$ cat src/rtl/pipe_pkg.sv
// Shared types and constants for the 5-stage pipeline.
// Fetch state encoding and IF/ID bundle layout.
package pipe_pkg;

  localparam int XLEN    = 32;
  localparam int INSTR_W = 32;

  localparam logic [XLEN-1:0]    PC_RESET  = 32'h0000_3000;
  localparam logic [INSTR_W-1:0] NOP_INSTR = 32'h0000_0000;

  typedef enum logic [1:0] {
    S_REQ  = 2'd0,
    S_DROP = 2'd1,
    S_HOLD = 2'd2
  } fetch_state_e;

  typedef struct packed {
    logic [INSTR_W-1:0] instr;
    logic [XLEN-1:0]    pc4;
    logic               valid;
  } if_id_t;

endpackage

$ cat src/rtl/if_id_reg.sv
// IF/ID pipeline register.
// Priority: flush > stall (hold) > load > bubble.
module if_id_reg
  import pipe_pkg::*;
#(
  parameter logic [INSTR_W-1:0] NOP = NOP_INSTR
) (
  input  logic   clk,
  input  logic   rst,
  input  logic   flush,
  input  logic   stall,
  input  logic   load,
  input  if_id_t d,
  output if_id_t q
);

  if_id_t bubble;

  assign bubble = '{instr: NOP, pc4: '0, valid: 1'b0};

  always_ff @(posedge clk or negedge rst) begin
    if (!rst) begin
      q <= bubble;
    end else if (flush) begin
      q <= bubble;
    end else if (stall) begin
      q <= q;
    end else if (load) begin
      q <= d;
    end else begin
      q <= bubble;
    end
  end

endmodule

$ cat src/rtl/if_stage.sv
// Instruction fetch: PC, single-outstanding imem handshake,
// stall hold buffer and IF/ID register.
module if_stage #(
  parameter logic [31:0] PC_RESET  = pipe_pkg::PC_RESET,
  parameter logic [31:0] NOP_INSTR = pipe_pkg::NOP_INSTR
) (
  input  logic        clk,
  input  logic        rst,
  input  logic        stall_i,
  input  logic        flush_i,
  input  logic        redirect_i,
  input  logic [31:0] redirect_pc_i,
  output logic        imem_req,
  output logic [31:0] imem_addr,
  input  logic        imem_ack,
  input  logic [31:0] imem_rdata,
  output logic [31:0] ID_instruction,
  output logic [31:0] ID_pc4,
  output logic        ID_valid
);

  import pipe_pkg::*;

  fetch_state_e state, state_n;

  logic [31:0] pc, pc_n, pc_plus4, target;
  logic [31:0] req_addr;
  logic [31:0] hold_instr, hold_pc4;
  logic        req_en, ack_v, load, hold_ld;
  if_id_t      if_id_d, if_id_q;

  assign pc_plus4 = pc + 32'd4;
  assign target   = {redirect_pc_i[31:2], 2'b00};

  // req_en keeps imem_req low for the first cycle after reset release
  assign imem_req  = req_en && (state != S_HOLD);
  assign imem_addr = (state == S_DROP) ? req_addr : pc;
  assign ack_v     = imem_ack && imem_req;

  always_comb begin
    state_n = state;
    pc_n    = pc;
    load    = 1'b0;
    hold_ld = 1'b0;
    if_id_d = '{instr: imem_rdata, pc4: pc_plus4, valid: 1'b1};
    unique case (state)
      S_REQ: begin
        if (ack_v) begin
          if (redirect_i) begin
            pc_n = target;
          end else if (!stall_i) begin
            load = 1'b1;
            pc_n = pc_plus4;
          end else begin
            hold_ld = 1'b1;
            pc_n    = pc_plus4;
            state_n = S_HOLD;
          end
        end else if (redirect_i) begin
          pc_n = target;
          if (req_en) state_n = S_DROP;
        end
      end
      S_DROP: begin
        if (redirect_i) pc_n = target;
        if (ack_v) state_n = S_REQ;
      end
      S_HOLD: begin
        if (redirect_i) begin
          pc_n    = target;
          state_n = S_REQ;
        end else if (!stall_i) begin
          load    = 1'b1;
          if_id_d = '{instr: hold_instr,
                      pc4:   hold_pc4,
                      valid: 1'b1};
          state_n = S_REQ;
        end
      end
      default: state_n = S_REQ;
    endcase
  end

  always_ff @(posedge clk or negedge rst) begin
    if (!rst) begin
      state      <= S_REQ;
      pc         <= PC_RESET;
      req_addr   <= PC_RESET;
      req_en     <= 1'b0;
      hold_instr <= NOP_INSTR;
      hold_pc4   <= '0;
    end else begin
      state  <= state_n;
      pc     <= pc_n;
      req_en <= 1'b1;
      // remembers the in-flight address once pc moves to a target
      if (state == S_REQ) req_addr <= pc;
      if (hold_ld) begin
        hold_instr <= imem_rdata;
        hold_pc4   <= pc_plus4;
      end
    end
  end

  if_id_reg #(
    .NOP(NOP_INSTR)
  ) u_if_id (
    .clk  (clk),
    .rst  (rst),
    .flush(flush_i),
    .stall(stall_i),
    .load (load),
    .d    (if_id_d),
    .q    (if_id_q)
  );

  assign ID_instruction = if_id_q.instr;
  assign ID_pc4         = if_id_q.pc4;
  assign ID_valid       = if_id_q.valid;

endmodule

$ cat config.mk
export PLATFORM = sky130hd
export DESIGN_NAME = if_stage
export DESIGN_NICKNAME = d
export VERILOG_FILES = /design/src/rtl/pipe_pkg.sv /design/src/rtl/if_id_reg.sv /design/src/rtl/if_stage.sv
export SDC_FILE = /design/constraint.sdc
export NUM_CORES = 1
export LEC_CHECK = 0
export CAP_MARGIN = 20
export CORE_MARGIN = 2
export CORE_UTILIZATION = 48
export CTS_CLUSTER_DIAMETER = 50
export DETAILED_ROUTE_END_ITERATION = 10
export PLACE_DENSITY = 0.87
export SLEW_MARGIN = 20
export SYNTH_ARGS = -nofsm -noshare
export SYNTH_HDL_FRONTEND = slang
export SYNTH_SLANG_ARGS = --single-unit
$ cat constraint.sdc
create_clock -name clk -period 2.2 [get_ports clk]
set_clock_uncertainty 0.2 [all_clocks]
set_input_delay 0.44 -clock clk [delete_from_list [all_inputs] [get_ports clk]]
set_output_delay 0.44 -clock clk [all_outputs]
set_load 0.02 [all_outputs]
Run 1, local utilization:
14 x 14 tiles, from white (low) to dark blue (high), 0 to 100% covered.
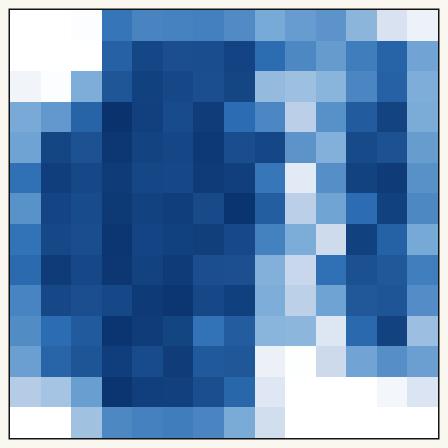
tiles over 75% full = 50%
emptiest ninth of the die = bottom right
fullest tile = 99%
mean over tiles = 65%
nearly empty tiles = 9.2%

Run 1, pin placement:
Bar = 50 µm. Pins as bars across the die edge, other pins in gray.
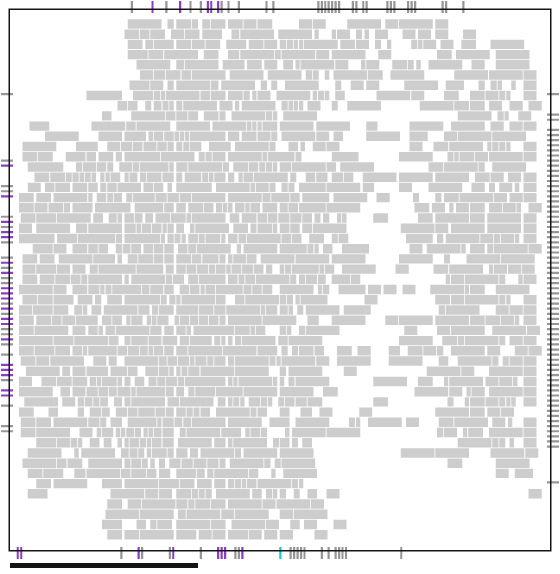
cyan -> stall_i  # pins 1, direction input, edge bottom
purple -> redirect_pc_i  # pins 32, direction input, edge 19 left, 8 bottom, 5 top

==> impl_metrics.ini, run 1 <==
; physical design summary
[run_status]
outcome = finished, violations left
violations = setup timing

[routing]
vias_per_cell = 6.20
vias = 8903
wl_um = 32200
drt_iter0_markers = 1137
wl_per_cell_um = 22.4
drtPass1Iterations = 6
ant_nets = 0
drc = 0

[clock_tree]
cts_root_buf = clkbuf_16
clkTransAtPathRegs_ps = 80
cts.sinks = 196
cts_made_buffers = 17
h-tree-depth = 4
cts_tree = done
insertion_delay_ps = 440
hold_buffers = 1
cts_setup_buffers = 9
clk_path_buf_depth = 2

[critical_path]
cp_slowest_cell = dfrtp_1
r2r_slack_ps = -200
path_class = register to output pin
crit_end = imem_addr[2]
crit_fanout = 8
rr_endpoint = pc[10]
crit_chain = inv_2 -> ha_4 -> buf_6 -> buf_16 -> mux2_4 -> buf_6
cp-startpoint = state[1]
timing.rr.start = state[0]
r2r_cells = 10
start_kind = register
endpoint_kind = output pin
worstPathRequired_ps = 1560
slowest_delay_ps = 420

[pwr]
powerSeq_mw = 5.35
p_int_mw = 9.48
finalPower_mw = 14.5
comb_cell_power_mw = 5.92
ir_worst_vdd_uv = 802
power_density_nw_per_um2 = 1060
seqPwrFrac_pct = 36.9
p_sw_mw = 5.04
comb_power_share_pct = 40.8
pg_clk_mw = 3.24
leakage_nw = 5.83
top_power_group = combinational cells

[final_timing]
tightest_slew_ps = 574
finalMaxSlewViolations = 0
max_freq_mhz = 403
holdWs_ps = 277
final.min_clock_period_ps = 2480
setup_ws_ps = -284
hold_violations = 0
finalCritPeriodShare_pct = 113
rsz0062_at_grt = true
slew_headroom_pct = 61.4
finalSetupTns_ps = -16640
finalSetupViolCount = 130

[placement]
place_congestion = 0.928
hpwl_um = 18100
io_buffers = 165
place_area_um2 = 12100
place_ws_ps = -245

[die]
die_y_um = 144
die_x_um = 144
num_rows = 51
io_pins = 168
core_um2 = 19300
fp_util_pct = 48.5

[logic_synthesis]
aoi_share_pct = 13.5
simple_gate_area_share_pct = 12.3
ff_type = dfrtp_1
yosys.cell_count.top_type = dfrtp_1
ys_ff = 196
ys_types = 54
ys_top_cells_by_count = dfrtp_1, o21ai_0, mux2_2
syn_area_um2 = 9380
ys_sh_mux_pct = 15.3
syn_area_per_cell_um2 = 10.6
top_logic_kind = multiplexers
ys_sh_adder_pct = 0.667
edf_count = 0
async_flop_share_pct = 100
yosysTopAreaCellShare_pct = 51.2
synth_seq_share_pct = 52.3
yosys-stat-cells = 884
syn_nets = 959
ys_area_um2 = 9380
ys_sh_xor_pct = 2.61
synthCells = 884
topCellsByArea = dfrtp_1, mux2_2, o21ai_0
yosysTopAreaCell = dfrtp_1

[grt]
grt_pass1_wl_um = 43400
grt_antenna_before_repair = 0
grt_usage_pct = 27.0
grt-ovfl-total = 0
grt_pass1_vias = 8052

[layout]
final_cell_count_no_fill = 1436
largest_reg_flops = 65
lay_top_count = dfrtp_1
fin_nets = 1233
regMostFlops = u_if_id.q
final_cell_mix = dfrtp_1, clkdlybuf4s50_1, buf_4
drive_above_1_share_pct = 32.5
finalInstanceArea_um2 = 13700
diodes = 0
final_core_util_pct = 70.9

[job]
warnings = 33
drv_cap = 0

[hold_path]
hold_start = u_if_id.q[58]
min_to = u_if_id.q[58]
holdPathStages = 2
hp-class = register to register
Run 1, sizing map:
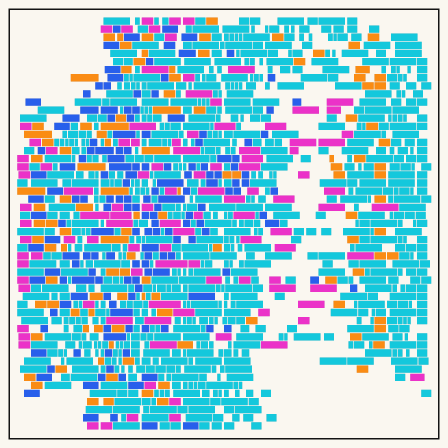
cyan -> x1 and smaller  # cells 791, share 68%
blue -> x3 and x4  # cells 163, share 14%
orange -> x2  # cells 112, share 9.6%
magenta -> x6 and larger  # cells 105, share 9.0%

Run 1, zoomed window:
Window x 98 to 118, y 98 to 118 µm. Cells in gray, sequential cells in the stronger gray; small squares are vias.
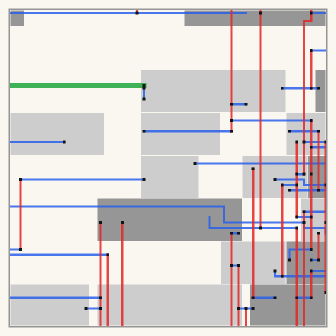
blue -> M1
red -> M2
green -> M3
most frequent = clkbuf_16 (4), dfrtp_1 (2)
netlist names of flops here include = hold_instr (2)
sequential cells in the window = 2
cells with their middle in the window = 12

run 1: layer usage:
layer / GRT usage, % / wire [µm] / vias to the layer above / part of all wire, %
li1: - / - / 3703 / -
met1: 35.7 / 12100 / 4294 / 37
met2: 43.7 / 15100 / 689 / 47
met3: 5.03 / 3010 / 217 / 9.3
met4: 11.8 / 2000 / 0 / 6.2
met5: 0 / 0 / - / 0
run 1: worst max-delay path: cells and delay by family, from the launching register on:
kind,cells,cell delay (ps)
fa+ha+maj,1,160
buf+inv,4,510
flops,1,420
mux,1,310
run 1: area by class of cell:
type                       instances  area [µm²]
fill                            1208        5620
sequential                       196        4920
multi-input combinational        614        4570
timing repair buffer             317        3240
clock buffer                      18         439
tap                              265         332
clock inverter                    14         165
inverter                          12        50.0
==> run 2, diff against run 1 <==
Settings changed: CELL_PAD_IN_SITES_DETAIL_PLACEMENT set to 0, CELL_PAD_IN_SITES_GLOBAL_PLACEMENT set to 2, CORE_UTILIZATION 48 to 31.
Run 2, local utilization:
18 x 18 tiles, from white (low) to dark blue (high), 0 to 100% covered.
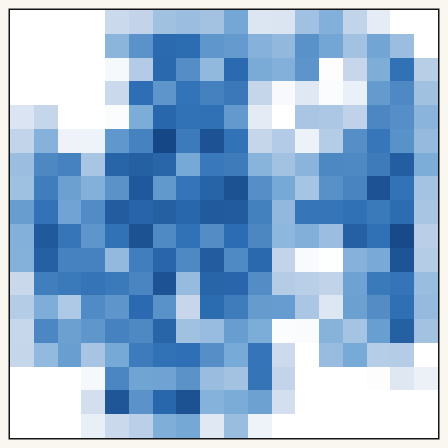
fullest tile = 91%
nearly empty tiles = 17%
tiles over 75% full = 13%
emptiest ninth of the die = top left
mean over tiles = 44%

Run 2, zoomed window:
Window x 123 to 143, y 123 to 143 µm. Cells in gray, sequential cells in the stronger gray; small squares are vias.
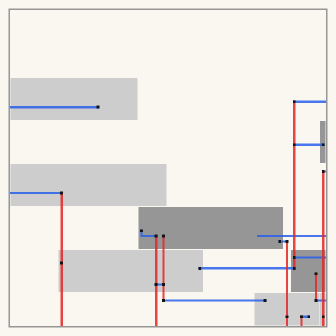
blue -> M1
red -> M2
sequential cells in the window = 1
most frequent = clkbuf_16 (2)
cells with their middle in the window = 5
netlist names of flops here include = hold_instr (1)

Run 2, placement view:
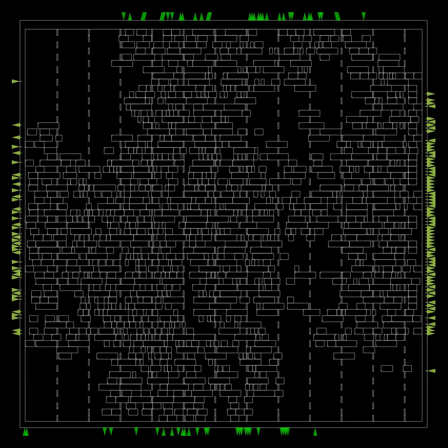
fillers: 2,720
n_taps: 390
flop share of the area: 34.3%

==> impl_metrics.ini, run 2 <==
; physical design summary
[hold_path]
min_to = u_if_id.q[14]
holdPathStages = 1

[logic_synthesis]
ys_top_cells_by_count = dfrtp_1, o21ai_0, mux2_2
ys_sh_adder_pct = 0.667
ys_area_um2 = 9380
synthCells = 884
yosysTopAreaCellShare_pct = 51.2
simple_gate_area_share_pct = 12.3
syn_area_per_cell_um2 = 10.6
yosys.cell_count.top_type = dfrtp_1
synth_seq_share_pct = 52.3
topCellsByArea = dfrtp_1, mux2_2, o21ai_0
ys_sh_xor_pct = 2.61
syn_nets = 959
aoi_share_pct = 13.5
ff_type = dfrtp_1
yosys-stat-cells = 884

[layout]
diodes = 0
fin_nets = 1249
logic_area_um2 = 4670
lay_top_count = dfrtp_1
regArea_um2 = 4910
largest_reg_flops = 65
drive_above_1_share_pct = 34.4

[routing]
met1_length_um = 13900
drt_iter0_markers = 538
top_layer_used = met4
wl_per_cell_um = 19.1
vias = 7967
drtPass1Iterations = 7
vias_per_cell = 5.06
drc = 0
wl_met2_um = 14000
ant_nets = 0

[pwr]
comb_power_share_pct = 40.4
p_int_mw = 9.72
power_density_nw_per_um2 = 1010
top_power_group = combinational cells
p_sw_mw = 4.73
ir_worst_vdd_uv = 616
powerSeq_mw = 5.22
pg_clk_mw = 3.39

[die]
core_um2 = 29700
die_y_um = 178
num_rows = 63
io_pins = 168
fp_util_pct = 31.6

[final_timing]
finalSetupViolCount = 144
setup_ws_ps = -239
max_freq_mhz = 410
hold_violations = 0
finalCritPeriodShare_pct = 111
final.min_clock_period_ps = 2440

[clock_tree]
hold_buffers = 1
insertion_delay_ps = 430
clk_path_buf_depth = 2
clkTransAtPathRegs_ps = 70
cts_tree = done
cts_root_buf = clkbuf_16

[critical_path]
cp-startpoint = state[1]
crit_fanout = 8
timing.rr.start = state[0]
critical_path_depth = 6
cp_slowest_cell = dfrtp_1
slowest_delay_ps = 390
start_kind = register
worstPathRequired_ps = 1560
r2r_cells = 11
crit_end = imem_addr[17]
rr_endpoint = hold_instr[8]
path_delay_family = buffers and inverters
r2r_slack_ps = -160
endpoint_kind = output pin

[placement]
hpwl_um = 19600

[run_status]
outcome = finished, violations left
violations = setup timing

[grt]
use_met3_pct = 3.45
grt_most_used_layer = met2
grt_antenna_before_repair = 0
grt_use_met1_pct = 26.3
grt_usage_pct = 18.1

[job]
drv_cap = 0
warnings = 33
run 2: cell counts after synthesis:
Identical to the previous run, type by type.
run 2: area by class of cell:
| class | count | share of cell area [%] |
|---|---|---|
| Clock buffer | 20 | 3.12 |
| Clock inverter | 11 | 1.22 |
| Inverter | 12 | 0.350 |
| Multi-Input combinational cell | 614 | 32.6 |
| Sequential cell | 196 | 34.3 |
| Tap cell | 390 | 3.41 |
| Timing Repair Buffer | 333 | 24.9 |
run 2: per-stage QoR:
step                      total power [mW]  cells  setup TNS, ps  instance area, µm²  hold WS [ps]
final                                 14.4   1576         -14160               14300           277
after global placement                9.69   1499         -19970               12400           201
after detailed placement              9.79   1499         -22020               12400           203
after floorplan                       7.82    884              0                9390         -55.6
after CTS                             14.3   1550          -9680               13600           283
after global routing                  15.2   1576         -24990               14300           309
Run 2, pin placement:
Bar = 50 µm. Pins as bars across the die edge, other pins in gray.
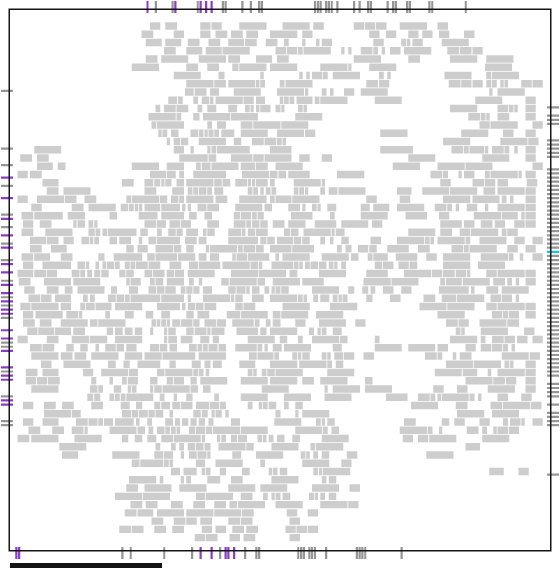

==> run 3, diff against run 2 <==
Settings changed: TNS_END_PERCENT set to 50.
Run 3, pin placement:
Bar = 50 µm. Pins as bars across the die edge, other pins in gray.
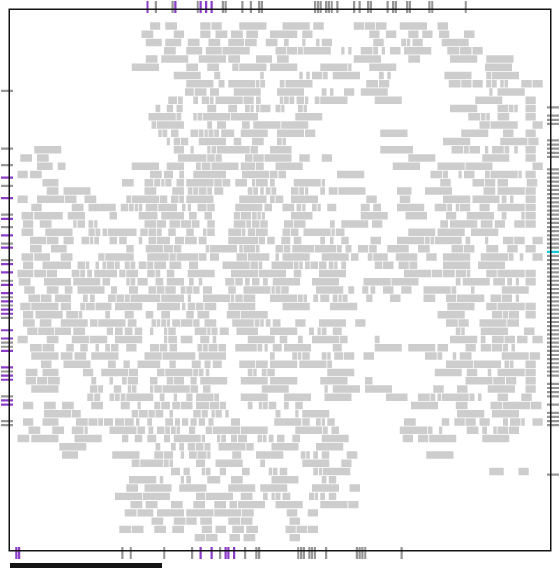
purple -> redirect_pc_i  # pins 32, direction input, edge 20 left, 7 bottom, 5 top
cyan -> stall_i  # pins 1, direction input, edge right
all pins by edge = 70 right, 38 left, 33 top, 27 bottom

Run 3, local utilization:
18 x 18 tiles, from white (low) to dark blue (high), 0 to 100% covered.
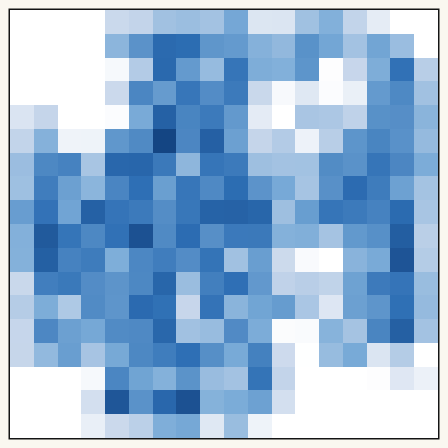
emptiest ninth of the die = top left
nearly empty tiles = 17%
fullest tile = 92%
mean over tiles = 42%
tiles over 75% full = 8.6%

Run 3, placement view:
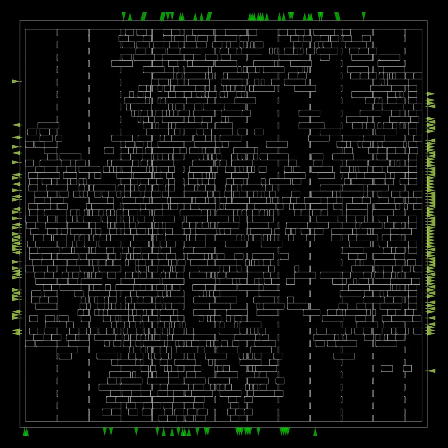
Rows: 63
Flop Count: 196
Final Non-Filler Cells: 1,558
fillers: 2,764

==> impl_metrics.ini, run 3 <==
; physical design summary
[run_status]
outcome = finished, violations left
violations = setup timing

[placement]
place_area_um2 = 12400
hpwl_um = 19600
place_ws_ps = -223
place_congestion = 0.872
io_buffers = 165
dp.cells = 1499

[routing]
vias = 7838
top_layer_used = met4
wl_met3_um = 1580
wl_met2_um = 13100
met1_length_um = 13700
drt_iter0_markers = 471
ant_nets = 0
wl_um = 28700
vias_per_cell = 5.03
wl_per_cell_um = 18.4

[logic_synthesis]
synth_seq_share_pct = 52.3
top_logic_kind = multiplexers
ys_sh_adder_pct = 0.667
yosys.cell_count.top_type = dfrtp_1
async_flop_share_pct = 100
ys_sh_xor_pct = 2.61
syn_area_per_cell_um2 = 10.6
syn_area_um2 = 9380
ys_top_cells_by_count = dfrtp_1, o21ai_0, mux2_2
yosysTopAreaCellShare_pct = 51.2
syn_nets = 959
ys_types = 54
synthCells = 884
ys_area_um2 = 9380
yosysTopAreaCell = dfrtp_1
ys_sh_mux_pct = 15.3
ff_type = dfrtp_1
simple_gate_area_share_pct = 12.3
topCellsByArea = dfrtp_1, mux2_2, o21ai_0

[grt]
grt-ovfl-total = 0
grt_use_met1_pct = 25.9
use_met3_pct = 3.47
grt_pass1_vias = 7581
grt_pass1_wl_um = 43300
grt_usage_pct = 17.8
grt_most_used_layer = met2
grt_antenna_before_repair = 0

[critical_path]
start_kind = register
worstPathRequired_ps = 1560
crit_chain = inv_2 -> ha_4 -> buf_12 -> buf_8 -> mux2_2 -> buf_6
cp_num_buf_inv = 4
endpoint_kind = output pin
path_delay_family = buffers and inverters
cp_slowest_cell = dfrtp_1
cp-startpoint = state[1]
path_class = register to output pin
timing.rr.start = state[0]

[layout]
buffers = 315
sh_seq_area_pct = 35.4
nonClkBufAreaFrac_pct = 23.2
largest_reg_flops = 65
diodes = 0
comb_area_share_pct = 32.9
nClkBuffers = 20
final_cell_mix = dfrtp_1, clkdlybuf4s50_1, buf_4
regArea_um2 = 4910
final_core_util_pct = 46.6
clk_share_pct = 4.49
regMostFlops = u_if_id.q
drive_above_1_share_pct = 32.2
lay_top_count = dfrtp_1
logic_area_um2 = 4570
finalInstanceArea_um2 = 13900
logic_gates = 614
fin_nets = 1231
top_area_cell_class = sequential cells

[pwr]
leakage_nw = 5.81
powerSeq_mw = 5.21
ir_worst_vdd_uv = 616
power_frac_clock_pct = 23.9
comb_cell_power_mw = 5.62
p_int_mw = 9.59
power_density_nw_per_um2 = 1030
comb_power_share_pct = 39.5
top_power_group = combinational cells
seqPwrFrac_pct = 36.6
pg_clk_mw = 3.39
finalPower_mw = 14.2

[die]
die_y_um = 178
core_um2 = 29700
io_pins = 168
die_x_um = 178
taps = 390
fp_util_pct = 31.6

[final_timing]
finalSetupTns_ps = -6970
holdWs_ps = 277
hold_violations = 0
finalMaxSlewViolations = 0
rsz0062_at_grt = true
final.min_clock_period_ps = 2440
finalCritPeriodShare_pct = 111
max_freq_mhz = 410
setup_ws_ps = -236
finalSetupViolCount = 58

[clock_tree]
hold_buffers = 1
h-tree-depth = 4
clk_path_buf_depth = 2
insertion_delay_ps = 430
cts_tree = done
clkTransAtPathRegs_ps = 70
cts_root_buf = clkbuf_16
cts_setup_buffers = 8

[job]
drv_cap = 0
warnings = 33

[hold_path]
hp-class = register to register
hold_start = u_if_id.q[14]
-- run 3: cell count changes in the layout (fill, tap and decap cells not counted), moves of 6 or more --
cell | before | now
o21ai_0 | 34 | 69
buf_12 | 21 | 15
o21ai_1 | 58 | 23
buf_4 | 100 | 107
buf_6 | 58 | 51
buf_8 | 10 | 2
-- run 3: path summary, 6_finish.rpt --
path                                  endpoint  slack (ps)  cells past startpoint
min in group asynchronous               pc[20]         320                      2
worst min register to register   u_if_id.q[14]         280                      1
worst min-delay path             u_if_id.q[14]         280                      1
worst max register to register  hold_instr[20]         -60                     10
worst max-delay path             imem_addr[24]        -240                      6
max in group asynchronous               pc[12]         810                      3
Power and IR drop assume default switching activity.
